### src/rtl/rtc_ctrl_pkg.sv
`default_nettype none
// ============================================================================
// rtc_ctrl_pkg : state codes, field selects, BCD limits and repeat timing
//                shared by the stopwatch set controller.        Rev 1.0
// ============================================================================
package rtc_ctrl_pkg;

  typedef enum logic [2:0] {
    STOP    = 3'd0,
    RUN     = 3'd1,
    SET_MIN = 3'd2,
    SET_S   = 3'd3,
    SET_MS  = 3'd4,
    LOAD    = 3'd5
  } rtc_state_e;

  typedef enum logic [1:0] {
    FIELD_MIN = 2'd0,
    FIELD_S   = 2'd1,
    FIELD_MS  = 2'd2
  } rtc_field_e;

  localparam logic [3:0] TENS_LIMIT_MIN_S = 4'd5;
  localparam logic [3:0] TENS_LIMIT_MS    = 4'd9;

  localparam int unsigned REPEAT_DELAY  = 25_000_000;
  localparam int unsigned REPEAT_PERIOD = 5_000_000;
  localparam int          HOLD_CNT_W    = 25;

  // Two-digit BCD increment; tens digit wraps to 0 after tens_limit.
  function automatic logic [7:0] bcd_inc(input logic [7:0] value,
                                         input logic [3:0] tens_limit);
    logic [7:0] result;
    result = value;
    if (value[3:0] >= 4'd9) begin
      result[3:0] = 4'd0;
      result[7:4] = (value[7:4] >= tens_limit) ? 4'd0 : value[7:4] + 4'd1;
    end else begin
      result[3:0] = value[3:0] + 4'd1;
    end
    return result;
  endfunction

  function automatic logic [3:0] tens_limit_of(input rtc_state_e s);
    logic [3:0] lim;
    lim = (s == SET_MS) ? TENS_LIMIT_MS : TENS_LIMIT_MIN_S;
    return lim;
  endfunction

  function automatic rtc_field_e field_of(input rtc_state_e s);
    rtc_field_e f;
    case (s)
      SET_S:   f = FIELD_S;
      SET_MS:  f = FIELD_MS;
      default: f = FIELD_MIN;
    endcase
    return f;
  endfunction

endpackage
`default_nettype wire

### src/rtl/rtc_set_controller_if.sv
`default_nettype none
// ============================================================================
// rtc_set_controller_if : key/switch inputs and datapath control outputs.
//                                                                 Rev 1.0
// ============================================================================
interface rtc_set_controller_if;
  logic       btn_run;
  logic       btn_mode;
  logic       btn_inc;
  logic       max;
  logic       enable;
  logic       load_ms;
  logic       load_s;
  logic       load_min;
  logic [7:0] data;
  logic [2:0] mode;

  modport master (
    output btn_run, btn_mode, btn_inc, max,
    input  enable, load_ms, load_s, load_min, data, mode
  );

  modport slave (
    input  btn_run, btn_mode, btn_inc, max,
    output enable, load_ms, load_s, load_min, data, mode
  );
endinterface
`default_nettype wire

### src/rtl/btn_sync_edge.sv
`default_nettype none
// ============================================================================
// btn_sync_edge : multi-flop synchronizer followed by a rising-edge pulse.
//                                                                 Rev 1.0
// ============================================================================
module btn_sync_edge #(
  parameter int STAGES = 2
) (
  input  logic clk,
  input  logic rst_n,
  input  logic din,
  output logic level,
  output logic pulse
);

  logic [STAGES-1:0] r_sync;
  logic              r_prev;

  always_ff @(posedge clk or negedge rst_n) begin
    if (!rst_n) begin
      r_sync <= '0;
      r_prev <= 1'b0;
    end else begin
      r_sync <= {r_sync[STAGES-2:0], din};
      r_prev <= r_sync[STAGES-1];
    end
  end

  assign level = r_sync[STAGES-1];
  assign pulse = r_sync[STAGES-1] & ~r_prev;

endmodule
`default_nettype wire

### src/rtl/rtc_set_controller.sv
`default_nettype none
// ============================================================================
// rtc_set_controller : run/stop and field-by-field time-set FSM for the
// stopwatch datapath. Macro RTC_AUTO_REPEAT_EN adds hold-to-repeat. Rev 1.0
// ============================================================================
module rtc_set_controller
  import rtc_ctrl_pkg::*;
#(
  parameter int LOAD_CYCLES = 4,
  parameter int STOP_AT_MAX = 1,
  parameter int SYNC_STAGES = 2
) (
  input  logic                CLOCK_50,
  input  logic                aclr,
  rtc_set_controller_if.slave bus
);

  logic run_edge, mode_edge, inc_edge, max_edge;
  logic run_level, mode_level, inc_level, max_level;
  logic inc_event;
  logic unused_levels;

  btn_sync_edge #(.STAGES(SYNC_STAGES)) u_sync_run (
    .clk(CLOCK_50), .rst_n(aclr), .din(bus.btn_run),
    .level(run_level), .pulse(run_edge)
  );

  btn_sync_edge #(.STAGES(SYNC_STAGES)) u_sync_mode (
    .clk(CLOCK_50), .rst_n(aclr), .din(bus.btn_mode),
    .level(mode_level), .pulse(mode_edge)
  );

  btn_sync_edge #(.STAGES(SYNC_STAGES)) u_sync_inc (
    .clk(CLOCK_50), .rst_n(aclr), .din(bus.btn_inc),
    .level(inc_level), .pulse(inc_edge)
  );

  btn_sync_edge #(.STAGES(SYNC_STAGES)) u_sync_max (
    .clk(CLOCK_50), .rst_n(aclr), .din(bus.max),
    .level(max_level), .pulse(max_edge)
  );

  rtc_state_e state, state_next;
  rtc_field_e r_field, field_next;
  logic [7:0] r_edit, edit_next;
  logic [3:0] r_load_cnt, load_cnt_next;

`ifdef RTC_AUTO_REPEAT_EN
  logic [HOLD_CNT_W-1:0] r_hold_cnt;
  logic                  in_set;
  logic                  rep_pulse;

  assign in_set    = (state == SET_MIN) || (state == SET_S) || (state == SET_MS);
  assign rep_pulse = in_set && inc_level &&
                     (r_hold_cnt == HOLD_CNT_W'(REPEAT_DELAY - 1));

  // After the first repeat the counter is rewound so later repeats are one period apart.
  always_ff @(posedge CLOCK_50 or negedge aclr) begin
    if (!aclr) begin
      r_hold_cnt <= '0;
    end else if (!inc_level || !in_set || (state_next != state) || inc_edge) begin
      r_hold_cnt <= '0;
    end else if (rep_pulse) begin
      r_hold_cnt <= HOLD_CNT_W'(REPEAT_DELAY - REPEAT_PERIOD);
    end else begin
      r_hold_cnt <= r_hold_cnt + 1'b1;
    end
  end

  assign inc_event     = inc_edge | rep_pulse;
  assign unused_levels = ^{run_level, mode_level, max_level};
`else
  assign inc_event     = inc_edge;
  assign unused_levels = ^{run_level, mode_level, inc_level, max_level};
`endif

  always_ff @(posedge CLOCK_50 or negedge aclr) begin
    if (!aclr) begin
      state      <= STOP;
      r_field    <= FIELD_MIN;
      r_edit     <= 8'h00;
      r_load_cnt <= 4'd0;
    end else begin
      state      <= state_next;
      r_field    <= field_next;
      r_edit     <= edit_next;
      r_load_cnt <= load_cnt_next;
    end
  end

  // Edge priority inside each state is run > mode > inc; lower edges are dropped.
  always_comb begin
    state_next    = state;
    field_next    = r_field;
    edit_next     = r_edit;
    load_cnt_next = 4'd0;
    case (state)
      STOP: begin
        if (run_edge) begin
          state_next = RUN;
        end else if (mode_edge) begin
          state_next = SET_MIN;
          edit_next  = 8'h00;
        end
      end
      RUN: begin
        if (run_edge || ((STOP_AT_MAX != 0) && max_edge)) begin
          state_next = STOP;
        end
      end
      SET_MIN, SET_S, SET_MS: begin
        if (run_edge) begin
          state_next = STOP;
        end else if (mode_edge) begin
          state_next = LOAD;
          field_next = field_of(state);
        end else if (inc_event) begin
          edit_next = bcd_inc(r_edit, tens_limit_of(state));
        end
      end
      LOAD: begin
        if (r_load_cnt == 4'(LOAD_CYCLES - 1)) begin
          case (r_field)
            FIELD_MIN: begin
              state_next = SET_S;
              edit_next  = 8'h00;
            end
            FIELD_S: begin
              state_next = SET_MS;
              edit_next  = 8'h00;
            end
            default: state_next = STOP;
          endcase
        end else begin
          load_cnt_next = r_load_cnt + 4'd1;
        end
      end
      default: state_next = STOP;
    endcase
  end

  logic       r_enable, r_load_ms, r_load_s, r_load_min;
  logic [7:0] r_data;
  logic [2:0] r_mode;

  // data trails the edit register by one cycle, so it stays put for the
  // cycle after a strobe even though the edit register clears at that edge.
  always_ff @(posedge CLOCK_50 or negedge aclr) begin
    if (!aclr) begin
      r_enable   <= 1'b0;
      r_load_ms  <= 1'b0;
      r_load_s   <= 1'b0;
      r_load_min <= 1'b0;
      r_data     <= 8'h00;
      r_mode     <= STOP;
    end else begin
      r_enable   <= (state_next == RUN);
      r_load_min <= (state_next == LOAD) && (field_next == FIELD_MIN);
      r_load_s   <= (state_next == LOAD) && (field_next == FIELD_S);
      r_load_ms  <= (state_next == LOAD) && (field_next == FIELD_MS);
      r_data     <= r_edit;
      r_mode     <= state_next;
    end
  end

  assign bus.enable   = r_enable;
  assign bus.load_ms  = r_load_ms;
  assign bus.load_s   = r_load_s;
  assign bus.load_min = r_load_min;
  assign bus.data     = r_data;
  assign bus.mode     = r_mode;

endmodule
`default_nettype wire

### src/flat_wrapper.sv
// flat-port wrapper written by rule: the top's interface ports become plain ports
module rtc_set_controller_flat import rtc_ctrl_pkg::*;
#(
  parameter int LOAD_CYCLES = 4,
  parameter int STOP_AT_MAX = 1,
  parameter int SYNC_STAGES = 2
)
  (CLOCK_50, aclr, bus_btn_run, bus_btn_mode, bus_btn_inc, bus_max, bus_enable, bus_load_ms, bus_load_s, bus_load_min, bus_data, bus_mode);
  rtc_set_controller_if bus_i ();
  input  logic CLOCK_50;
  input  logic aclr;
  input wire logic [$bits(bus_i.btn_run)-1:0] bus_btn_run;
  input wire logic [$bits(bus_i.btn_mode)-1:0] bus_btn_mode;
  input wire logic [$bits(bus_i.btn_inc)-1:0] bus_btn_inc;
  input wire logic [$bits(bus_i.max)-1:0] bus_max;
  output wire logic [$bits(bus_i.enable)-1:0] bus_enable;
  output wire logic [$bits(bus_i.load_ms)-1:0] bus_load_ms;
  output wire logic [$bits(bus_i.load_s)-1:0] bus_load_s;
  output wire logic [$bits(bus_i.load_min)-1:0] bus_load_min;
  output wire logic [$bits(bus_i.data)-1:0] bus_data;
  output wire logic [$bits(bus_i.mode)-1:0] bus_mode;
  assign bus_i.btn_run = bus_btn_run;
  assign bus_i.btn_mode = bus_btn_mode;
  assign bus_i.btn_inc = bus_btn_inc;
  assign bus_i.max = bus_max;
  assign bus_enable = bus_i.enable;
  assign bus_load_ms = bus_i.load_ms;
  assign bus_load_s = bus_i.load_s;
  assign bus_load_min = bus_i.load_min;
  assign bus_data = bus_i.data;
  assign bus_mode = bus_i.mode;
  rtc_set_controller #(.LOAD_CYCLES(LOAD_CYCLES), .STOP_AT_MAX(STOP_AT_MAX), .SYNC_STAGES(SYNC_STAGES)) u_core (.CLOCK_50(CLOCK_50), .aclr(aclr), .bus(bus_i));
endmodule
### config.mk
export PLATFORM = sky130hd
export DESIGN_NAME = rtc_set_controller_flat
export DESIGN_NICKNAME = d
export VERILOG_FILES = /design/src/rtl/rtc_ctrl_pkg.sv /design/src/rtl/rtc_set_controller_if.sv /design/src/rtl/btn_sync_edge.sv /design/src/rtl/rtc_set_controller.sv /design/src/flat_wrapper.sv
export SDC_FILE = /design/constraint.sdc
export NUM_CORES = 1
export LEC_CHECK = 0
export CAP_MARGIN = 0
export CORE_MARGIN = 5
export CORE_UTILIZATION = 40
export CTS_BUF_LIST = sky130_fd_sc_hd__clkbuf_8
export CTS_CLUSTER_SIZE = 14
export DETAILED_ROUTE_END_ITERATION = 10
export PLACE_DENSITY_LB_ADDON = 0.3
export SLEW_MARGIN = 20
export SYNTH_ARGS = -nofsm -noshare
export SYNTH_HDL_FRONTEND = slang
export SYNTH_HIERARCHICAL = 1
export SYNTH_SLANG_ARGS = --single-unit
### constraint.sdc
create_clock -name CLOCK_50 -period 4.5 [get_ports CLOCK_50]
set_input_delay 0.675 -clock CLOCK_50 [delete_from_list [all_inputs] [get_ports CLOCK_50]]
set_output_delay 0.675 -clock CLOCK_50 [all_outputs]
set_load 0.05 [all_outputs]
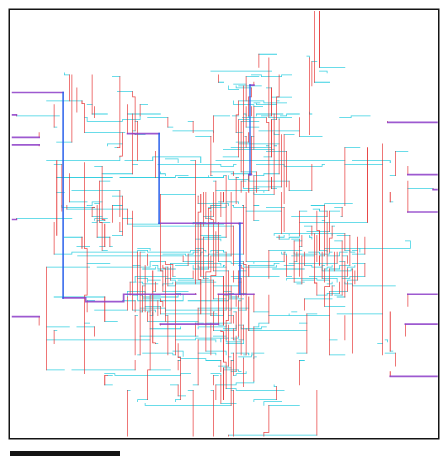
(run_1/wires.png)
The bar under the picture is 20 um long.
legend:
  purple:
    layer: metal 3
    wire_length: 130 um
  blue:
    layer: metal 4
    wire_length: 83.0 um
  cyan:
    layer: metal 1
    wire_length: 1530 um
  red:
    layer: metal 2
    wire_length: 1520 um
Routed WL: 3260 um
GRT Resource Usage Total: 12.1%
DR vias: 1242
DR WL/cell: 13.6 um

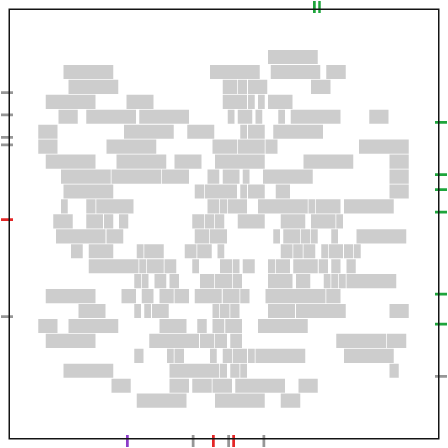
(run_1/io_placement.png)
Pins as bars across the die edge, other pins in grey.
legend:
  green:
    port: `bus_data`
    pins: 8
    direction: output
    edge: 6 east, 2 north
  purple:
    port: `bus_enable`
    pins: 1
    direction: output
    edge: south
  red:
    port: `bus_mode`
    pins: 3
    direction: output
    edge: 2 south, 1 west
all pins by edge: 7 east, 6 west, 6 south, 2 north
DIE WIDTH: 77.9 um
die height: 77.9 um

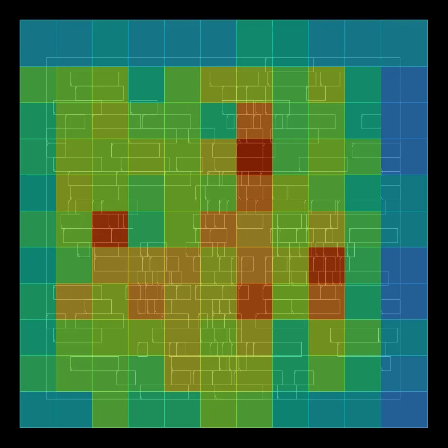
(run_1/congestion.png)
routing usage on met3: 2.55%
met1 usage: 15.7%
GRT busiest layer: met2

==> out/qor.yml, run 1 <==
routing:
  drc: 0
  dr.pass1.iters: 4
  wl_met1_um: 1530
  ant_nets: 0
  viasPerCell: 5.18
cts:
  htree_levels: 2
  insertion_delay_ps: 290
  cts_buffer_depth: 2
  post_cts_buffers: 0
logic_synthesis:
  synth.avg_cell_area_um2: 11.3
  ys_ff: 41
  flop_cell: "dfrtp_1"
  top_cell: "dfrtp_1"
  ys_warn_count: 6
  common_cells: "dfrtp_1, nand2_1, nor2_1, ha_1, inv_1"
  syn_inst: 164
  yosysSeqAreaShare_pct: 55.6
  yosysCellCount: 164
  synth_cell_types: 48
  synthArstFlopShare_pct: 100
final_layout:
  signal_buffer_area_fraction_pct: 8.87
  inverters: 9
  finish.instance_area_um2: 2200
  n_clock_buffer: 6
  clock_area_share_pct: 5.46
  seq_share_pct: 46.6
  mi_logic_area_um2: 759
  nets: 202
  drive_gt1_share_pct: 10.1
  dominant_cells: "registers"
final_timing:
  period_needed_ps: 2470
  rsz0062_at_grt: "no"
  clock_skew_ps: 5.30
  fmax_ghz: 0.404
  finalSetupViolCount: 0
  setup_tns_ps: 0
  finalClockPeriodUsage_pct: 55.0
  hold_viol: 0
place:
  dp_cells: 232
  gp_congestion: 0.825
  portBuffers: 20
worst_setup_path:
  setup.worst_path.start_class: "flop"
  path_depth: 1
  crit_family: "buffers and inverters"
  worstPathArrival_ps: 1800
outcome:
  status: "finished clean"
job:
  warnings: 30
  maxCapViolCount: 0
pwr:
  p_leak_nw: 0.981
grt:
  grt_pass1_vias: 1296
  met2_usage_pct: 18.3
  grt_antenna_before_repair: 0
min_path:
  hold_path.startpoint: "u_core/u_sync_run/r_sync[0]$_DFF_PN0_"
  hold_depth: 0
die:
  rows: 24
  core_area_um2: 4410
==> run 1: sequential cells by signal, summed over array words and instances, names as in the netlist <==
name / cells
u_core/r_edit: 8
u_core/bus.enable: 1
u_core/u_sync_run/r_prev: 1
u_core/u_sync_mode/r_sync: 2
u_core/bus.data: 8
u_core/bus.load_s: 1
u_core/bus.mode: 3
u_core/r_load_cnt: 4
u_core/r_field: 2
u_core/u_sync_inc/r_sync: 2
u_core/u_sync_run/r_sync: 2
u_core/u_sync_mode/r_prev: 1
u_core/bus.load_min: 1
u_core/bus.load_ms: 1
u_core/u_sync_max/r_prev: 1
u_core/u_sync_max/r_sync: 2
u_core/u_sync_inc/r_prev: 1
==> run 1: power by group <==
group          internal, mW  switching (mW)  total [mW]
Combinational         0.173           0.304       0.477
Clock                 0.180           0.122       0.302
Sequential            0.437          0.0861       0.523
Total                 0.790           0.512        1.30
==> run 1: cells by family after synthesis <==
family / after synthesis / share of synthesized area, %
DFF: 41 / 55.6
xor gates and xnor gates: 2 / 0.949
AOI/OAI and AO/OA: 30 / 11.5
muxes: 1 / 0.542
adders and majority gates: 9 / 6.10
and+or+nand+nor: 68 / 22.1
buffers and inverters: 13 / 3.25
==> run 1: cells in the final DEF, fill, tap and decap left out, types with 3 or more instances in the layout <==
| cell | synthesis | layout |
|---|---|---|
| dfrtp_1 | 41 | 41 |
| clkdlybuf4s50_1 | 0 | 19 |
| nand2_1 | 17 | 17 |
| nor2_1 | 10 | 10 |
| inv_1 | 9 | 9 |
| ha_1 | 9 | 9 |
| o21ai_0 | 8 | 8 |
| clkbuf_8 | 0 | 6 |
| nor3_1 | 6 | 6 |
| a21oi_1 | 5 | 5 |
| nand2b_1 | 5 | 5 |
| nand3_1 | 4 | 4 |
| nor2b_4 | 4 | 4 |
| nor2b_1 | 3 | 3 |
==> run 2: changes to the inputs <==
==> constraint.sdc (replaced) <==
create_clock -name CLOCK_50 -period 2.4 [get_ports CLOCK_50]
set_input_delay 0.36 -clock CLOCK_50 [delete_from_list [all_inputs] [get_ports CLOCK_50]]
set_output_delay 0.36 -clock CLOCK_50 [all_outputs]
set_load 0.05 [all_outputs]
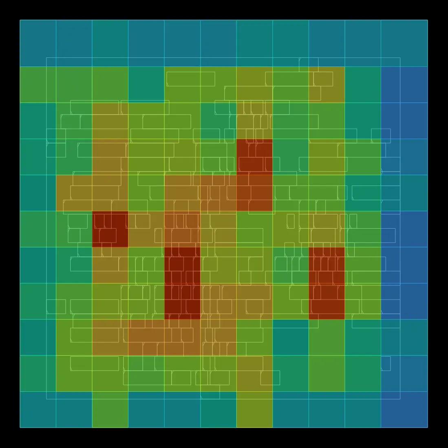
(run_2/congestion.png)
met2 Resource Use GR: 19.5%
routing usage on met3: 3.94%
DR WL/cell: 13.9 um
Final Util: 50.6%

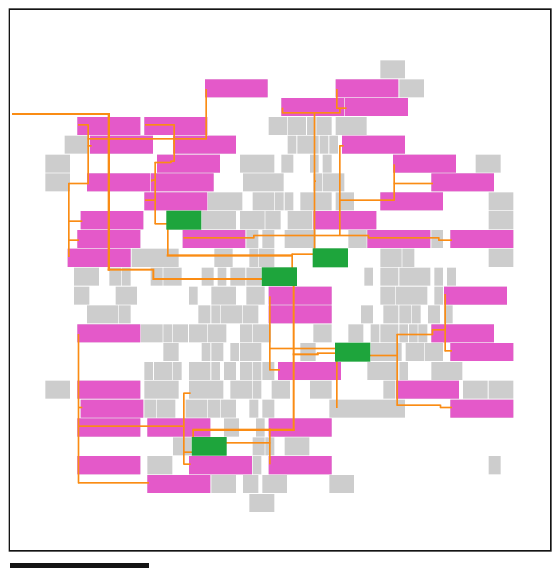
(run_2/clk_routes.png)
The bar under the picture is 20 um long.
legend:
  magenta:
    item: flip-flops
    count: 41
  orange:
    item: clock wires
    length: 476 um
  green:
    item: clock drivers
    count: 5
routed clock nets: 6
Clock power frac: 22.3%
Clk. pwr: 0.558 mW
Late-Pin Clk Latency: 290 ps
Worst Skew: 7.65 ps

==> run 2 against run 1 <==
  * Synthesized area is the same
  * Wire length grew 4.1%
  * Worst hold slack lost 170 ps
  * Largest power group is now combinational cells
  * Largest cell class unchanged
  * Clock power grew 85%
  * Via count grew 3.5%
  * Cell count grew 2.1%
  * Cell area grew 1.5%
  * Critical endpoint is now u_core/r_edit[5]$_DFFE_PN0P_
==> out/qor.yml, run 2 <==
final_timing:
  finalClockPeriodUsage_pct: 91.3
  fmax_ghz: 0.456
  rsz0062_at_grt: "no"
  hold_slack_ps: 181
  finalSetupViolCount: 0  # unchanged
  drv_slew: 0
  setup_tns_ps: 0  # unchanged
  period_needed_ps: 2190
  hold_viol: 0  # unchanged
  timing.slew.headroom_pct: 42.3
pwr:
  pwr-share-seq_pct: 36.7  # -3.5 points
  p_per_area_nw_per_um2: 1120
  p_leak_nw: 1.01  # +3.1%
  power.switching_mw: 0.982  # +92%
  comb_power_share_pct: 41.0  # +4.4 points
  power-top-group: "combinational cells"
  power_sequential_mw: 0.919  # +76%
  power.internal_mw: 1.52  # +93%
  switching_share_pct: 39.2  # -0.096 points
  p_comb_mw: 1.03  # +120%
die:
  die_h_um: 77.9  # unchanged
  die_width_um: 77.9  # unchanged
  core_area_um2: 4410  # unchanged
  die_area_um2: 6070
  initial_utilization_pct: 41.8
  rows: 24  # unchanged
logic_synthesis:
  syn_inst: 164  # unchanged
  yosys.area.top_type: "dfrtp_1"
  edf_count: 0
  top_cell_area_share_pct: 55.6
  ys_warn_count: 6  # unchanged
  top_cell: "dfrtp_1"
  synth_cell_types: 48  # unchanged
  synthArstFlopShare_pct: 100  # unchanged
  flop_cell: "dfrtp_1"
  yosysSeqAreaShare_pct: 55.6  # unchanged
  ys_ff: 41  # unchanged
  netlist_area_um2: 1850
  common_cells: "dfrtp_1, nand2_1, nor2_1, ha_1, inv_1"
  synth.avg_cell_area_um2: 11.3  # unchanged
  yosysCellCount: 164  # unchanged
  synth_chip_area_um2: 1850
final_layout:
  final_layout_top_logic_cells: "dfrtp_1, clkdlybuf4s50_1, nand2_1"
  drive_gt1_share_pct: 11.9  # +1.8 points
  n_antenna_cell: 0
  nFillCells: 386
  final_layout_top_logic_cell: "dfrtp_1"
  nets: 207  # +2.5%
routing:
  wl_met1_um: 1510  # -1.3%
  vias: 1286  # +3.5%
  ant_nets: 0  # unchanged
  viasPerCell: 5.25  # +1.4%
  dr.pass1.iters: 5  # +1
  totalWireLength_um: 3390  # +4.1%
  drc: 0  # unchanged
  maxUsedRoutingLayer: "met4"
grt:
  busiest_layer: "met2"
  grt_usage_pct: 11.8  # -0.27 points
  overflow: 0
  grt_pass1_vias: 1313  # +1.3%
  grt_antenna_before_repair: 0  # unchanged
  grt_pass1_wl_um: 5820
  met1_usage_pct: 14.3  # -1.4 points
job:
  warnings: 30  # unchanged
  maxCapViolCount: 0  # unchanged
worst_setup_path:
  worstRegToRegCells: 8
  cp-endpoint: "u_core/r_edit[5]$_DFFE_PN0P_"
  r2r-start: "u_core/bus.mode[1]$_DFF_PN0_"
  r2r_setup_slack_ps: 210
  startpoint: "u_core/bus.mode[1]$_DFF_PN0_"
  setup.worst_path.start_class: "flop"
  worstPathArrival_ps: 2390  # +590 ps
  critPathCaptureType: "flop"
cts:
  path_clk_slew_ps: 80
  cts_buffers: 5
  cts_buffer_depth: 2  # unchanged
  post_cts_buffers: 0  # unchanged
  cts_tree: "done"
  cts_root_buf: "clkbuf_8"
  htree_levels: 2  # unchanged
outcome:
  status: "finished clean"
place:
  gp_congestion: 0.883  # +7.0%
  portBuffers: 20  # unchanged
  place_hpwl_um: 2420
min_path:
  hold_path.class: "primary input to asynchronous set/reset pin"
[run 2: netlist changes by cell type in the layout (fill, tap and decap cells not counted), sizes merged]
cell	change
inv	+1
clkinvlp	-1
buf	+5
[run 2: kinds of logic (layout without fill, tap and decap cells)]
| family | Yosys count | count (layout) | synth area share (%) |
|---|---|---|---|
| XOR/XNOR | 2 | 2 | 0.949 |
| multiplexers | 1 | 1 | 0.542 |
| adder cells (fa/ha/maj) | 9 | 9 | 6.10 |
| buffers and inverters | 13 | 42 | 3.25 |
| AND-OR/OR-AND | 30 | 30 | 11.5 |
| AND/OR/NAND/NOR | 68 | 68 | 22.1 |
| flip-flops | 41 | 41 | 55.6 |
[run 2: worst max-delay path, cell delays in order (launching register included)]
cell and delay, ps:
dfrtp_1 390, or3b_1 450, inv_1 80, ha_1 210, o21ai_0 150, a21oi_1 80, a211oi_1 450, nand2_1 120
o21ai_0 170
[run 2: through the flow]
stage	setup slack, ps	utilization [%]	power [mW]	area, um2	cells
2_1_floorplan	148	-	1.64	1850	164
3_3_place_gp	386	48.0	1.93	2120	237
6_report	209	50.6	2.50	2230	245
5_1_grt	89.4	50.6	2.65	2230	245
4_1_cts	215	50.6	2.52	2230	245
3_5_place_dp	232	48.0	1.95	2120	237
[run 2: layout make-up]
| class | instances | area, um2 | area share, % |
|---|---|---|---|
| Clock inverter | 2 | 33.8 | 1.51 |
| Inverter | 9 | 33.8 | 1.51 |
| Timing Repair Buffer | 25 | 233 | 10.4 |
| Clock buffer | 6 | 82.6 | 3.70 |
| Tap cell | 52 | 65.1 | 2.91 |
| Multi-Input combinational cell | 110 | 759 | 34.0 |
| Sequential cell | 41 | 1030 | 45.9 |
==> run 3: changes to the inputs <==
--- a/config.mk
+++ b/config.mk
@@ -6,7 +6,6 @@
 export NUM_CORES = 1
 export LEC_CHECK = 0
 export CAP_MARGIN = 0
-export CORE_MARGIN = 5
 export CORE_UTILIZATION = 40
 export CTS_BUF_LIST = sky130_fd_sc_hd__clkbuf_8
 export CTS_CLUSTER_SIZE = 14
==> constraint.sdc (replaced) <==
create_clock -name CLOCK_50 -period 2.5 [get_ports CLOCK_50]
set_input_delay 0.375 -clock CLOCK_50 [delete_from_list [all_inputs] [get_ports CLOCK_50]]
set_output_delay 0.375 -clock CLOCK_50 [all_outputs]
set_load 0.05 [all_outputs]
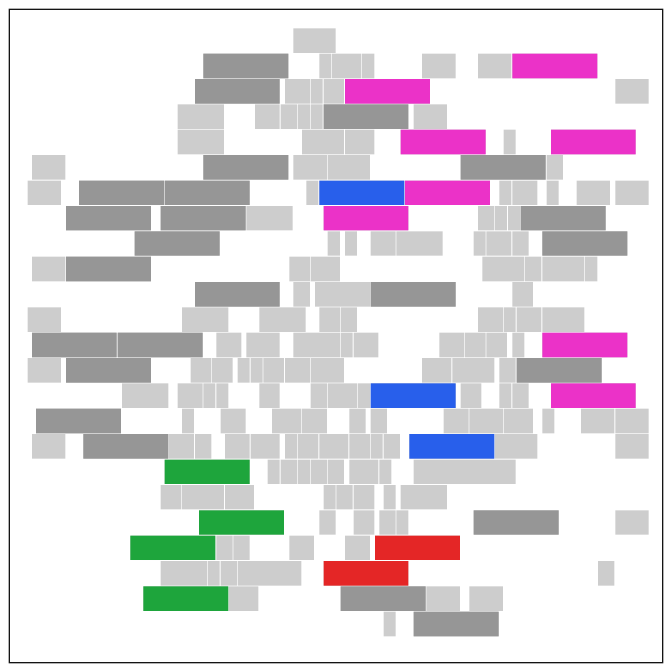
(run_3/flops_by_reg.png)
legend:
  magenta:
    signal: `u_core/bus.data`
    flops: 8
  red:
    signal: `u_core/r_field`
    flops: 2
  green:
    signal: `u_core/r_load_cnt`
    flops: 4
  blue:
    signal: `u_core/bus.mode`
    flops: 3
Seq. cell area: 1030 um2
sequential power: 0.883 mW

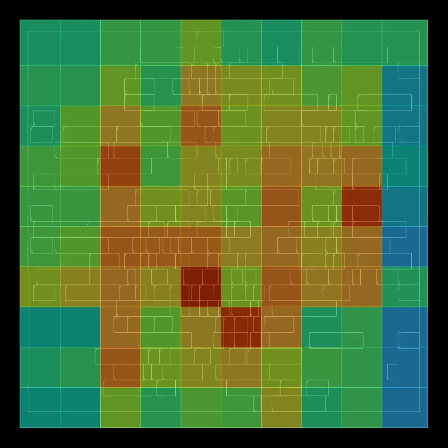
(run_3/congestion.png)
met1 usage: 19.2%
routing usage on met3: 3.61%
Final Util: 50.9%
GRT Resource Usage Total: 15.9%
DR WL/cell: 13.4 um

==> run 3 against run 2 <==
  * Setup slack better by 160 ps
  * Die area is 19% lower
  * Maximum frequency grew 2.7%
  * Synthesized cell count unchanged
  * Largest cell class unchanged
==> out/qor.yml, run 3 <==
cts:
  path_clk_slew_ps: 80  # about the same
  cts_buffers: 5  # unchanged
  cts_root_buf: "clkbuf_8"
  cts_buffer_depth: 2  # unchanged
  cts_tree: "done"
  insertion_delay_ps: 300  # about the same
outcome:
  status: "finished clean"
routing:
  drc: 0  # unchanged
  dr.pass1.iters: 4  # -1
  viasPerCell: 5.28  # +0.57%
  totalWireLength_um: 3280  # -3.4%
  wl_met1_um: 1380  # -8.7%
  maxUsedRoutingLayer: "met4"
  ant_nets: 0  # unchanged
  vias: 1288  # +0.16%
pwr:
  report.power.total_mw: 2.40  # -4.3%
  comb_power_share_pct: 40.1  # -0.9 points
  power-top-group: "combinational cells"
  power.switching_mw: 0.947  # -3.6%
  p_per_area_nw_per_um2: 1070  # -4.1%
  clock_power_share_pct: 23.0  # +0.7 points
  powerClk_mw: 0.551  # -1%
  pwr-share-seq_pct: 36.8  # about the same
  p_leak_nw: 1.00  # -0.95%
logic_synthesis:
  yosys.area.top_type: "dfrtp_1"
  synth_cell_types: 48  # unchanged
  xor_share_pct: 0.949  # unchanged
  adder_share_pct: 6.10  # unchanged
  synthTopLogicFamily: "simple AND/OR/NAND/NOR gates"
  common_cells: "dfrtp_1, nand2_1, nor2_1, ha_1, inv_1"
  syn_inst: 164  # unchanged
  synthArstFlopShare_pct: 100  # unchanged
  synth.area.mux_share_pct: 0.542  # unchanged
  flop_cell: "dfrtp_1"
  edf_count: 0  # unchanged
  yosysSeqAreaShare_pct: 55.6  # unchanged
  ys_warn_count: 6  # unchanged
  ys_sh_simple_pct: 22.1  # unchanged
  netlist_area_um2: 1850  # unchanged
  synth_chip_area_um2: 1850  # unchanged
  top_cell_area_share_pct: 55.6  # unchanged
  ys_ff: 41  # unchanged
  aoi_share_pct: 11.5  # unchanged
final_timing:
  setup_tns_ps: 0  # unchanged
  rsz0062_at_grt: "no"
  finalSetupViolCount: 0  # unchanged
  clock_skew_ps: 7.27  # -0.376 ps
  period_needed_ps: 2130  # -57.8 ps
  hold_viol: 0  # unchanged
  timing.slew.headroom_pct: 40.9  # -1.4 points
  hold_slack_ps: 192  # +10.8 ps
  layout_setup_ws_ps: 367  # +158 ps
final_layout:
  n_antenna_cell: 0  # unchanged
  mi_logic_area_um2: 759  # unchanged
  nFillCells: 389  # +0.78%
  nets: 206  # -0.48%
  finish.instance_area_um2: 2230  # -0.17%
grt:
  grt_antenna_before_repair: 0  # unchanged
  overflow: 0  # unchanged
  grt_pass1_vias: 1334  # +1.6%
job:
  warnings: 30  # unchanged
die:
  initial_utilization_pct: 42.1  # +0.29 points
  rows: 24  # unchanged
  core_area_um2: 4380  # -0.68%
  die_h_um: 69.9  # -10%
  die_area_um2: 4890  # -19%
worst_setup_path:
  r2r-start: "u_core/bus.mode[0]$_DFF_PN0_"
  setup.worst_path.start_class: "flop"
  cpPeakStageDelay_ps: 430  # -20 ps
  r2r_setup_slack_ps: 370  # +160 ps
  worstPathArrival_ps: 2360  # -30 ps
  critPathCaptureType: "flop"
  worstRegToRegCells: 8  # unchanged
  crit_family: "AND-OR/OR-AND gates"
place:
  post-place-ws_ps: 357  # +125 ps
  dp_cells: 236  # -0.42%
  place_hpwl_um: 2320  # -3.9%
  placed_cell_area_um2: 2110  # -0.35%
  gp_congestion: 0.884  # about the same
  portBuffers: 20  # unchanged
## run 3: cell types whose count changed in the layout (fill, tap and decap cells not counted)
| cell | delta |
|---|---|
| buf_4 | -1 |
| inv_1 | -1 |
| clkinvlp_4 | +1 |
## run 3: layer usage
layer | global-route usage, % | vias up
li1 | - | 621
met1 | 19.2 | 621
met2 | 25.3 | 40
met3 | 3.61 | 6
met4 | 10.7 | 0
met5 | 0 | -
## run 3: area by class of cell
cell class              instances  area share, %
well taps                      52           2.92
clock inverters                 2           1.68
flip-flops and latches         41           46.0
inverters                       9           1.52
clock buffers                   6           3.70
multi-input cells             110           34.1
repair buffers                 24           10.1
## run 3: how the worst max path moves through the flow
stage	slack [ps]	startpoint	to	depth (start not counted)
2_1_floorplan	250	u_core/bus.mode[1]$_DFF_PN0_	u_core/r_edit[7]$_DFFE_PN0P_	8
3_3_place_gp	460	u_core/bus.mode[1]$_DFF_PN0_	u_core/r_edit[5]$_DFFE_PN0P_	8
3_5_place_dp	360	u_core/bus.mode[1]$_DFF_PN0_	u_core/r_edit[7]$_DFFE_PN0P_	8
4_1_cts	340	u_core/bus.mode[0]$_DFF_PN0_	u_core/r_edit[7]$_DFFE_PN0P_	8
5_1_grt	150	u_core/bus.mode[0]$_DFF_PN0_	u_core/r_edit[7]$_DFFE_PN0P_	8
6_report	370	u_core/bus.mode[0]$_DFF_PN0_	u_core/r_edit[7]$_DFFE_PN0P_	8
## run 3: cells by family after synthesis
| logic type | count (synthesis) |
|---|---|
| AOI/OAI and AO/OA | 30 |
| xor gates and xnor gates | 2 |
| adders and majority gates | 9 |
| buffers and inverters | 13 |
| DFF | 41 |
| muxes | 1 |
| and+or+nand+nor | 68 |
Power and IR drop assume default switching activity.
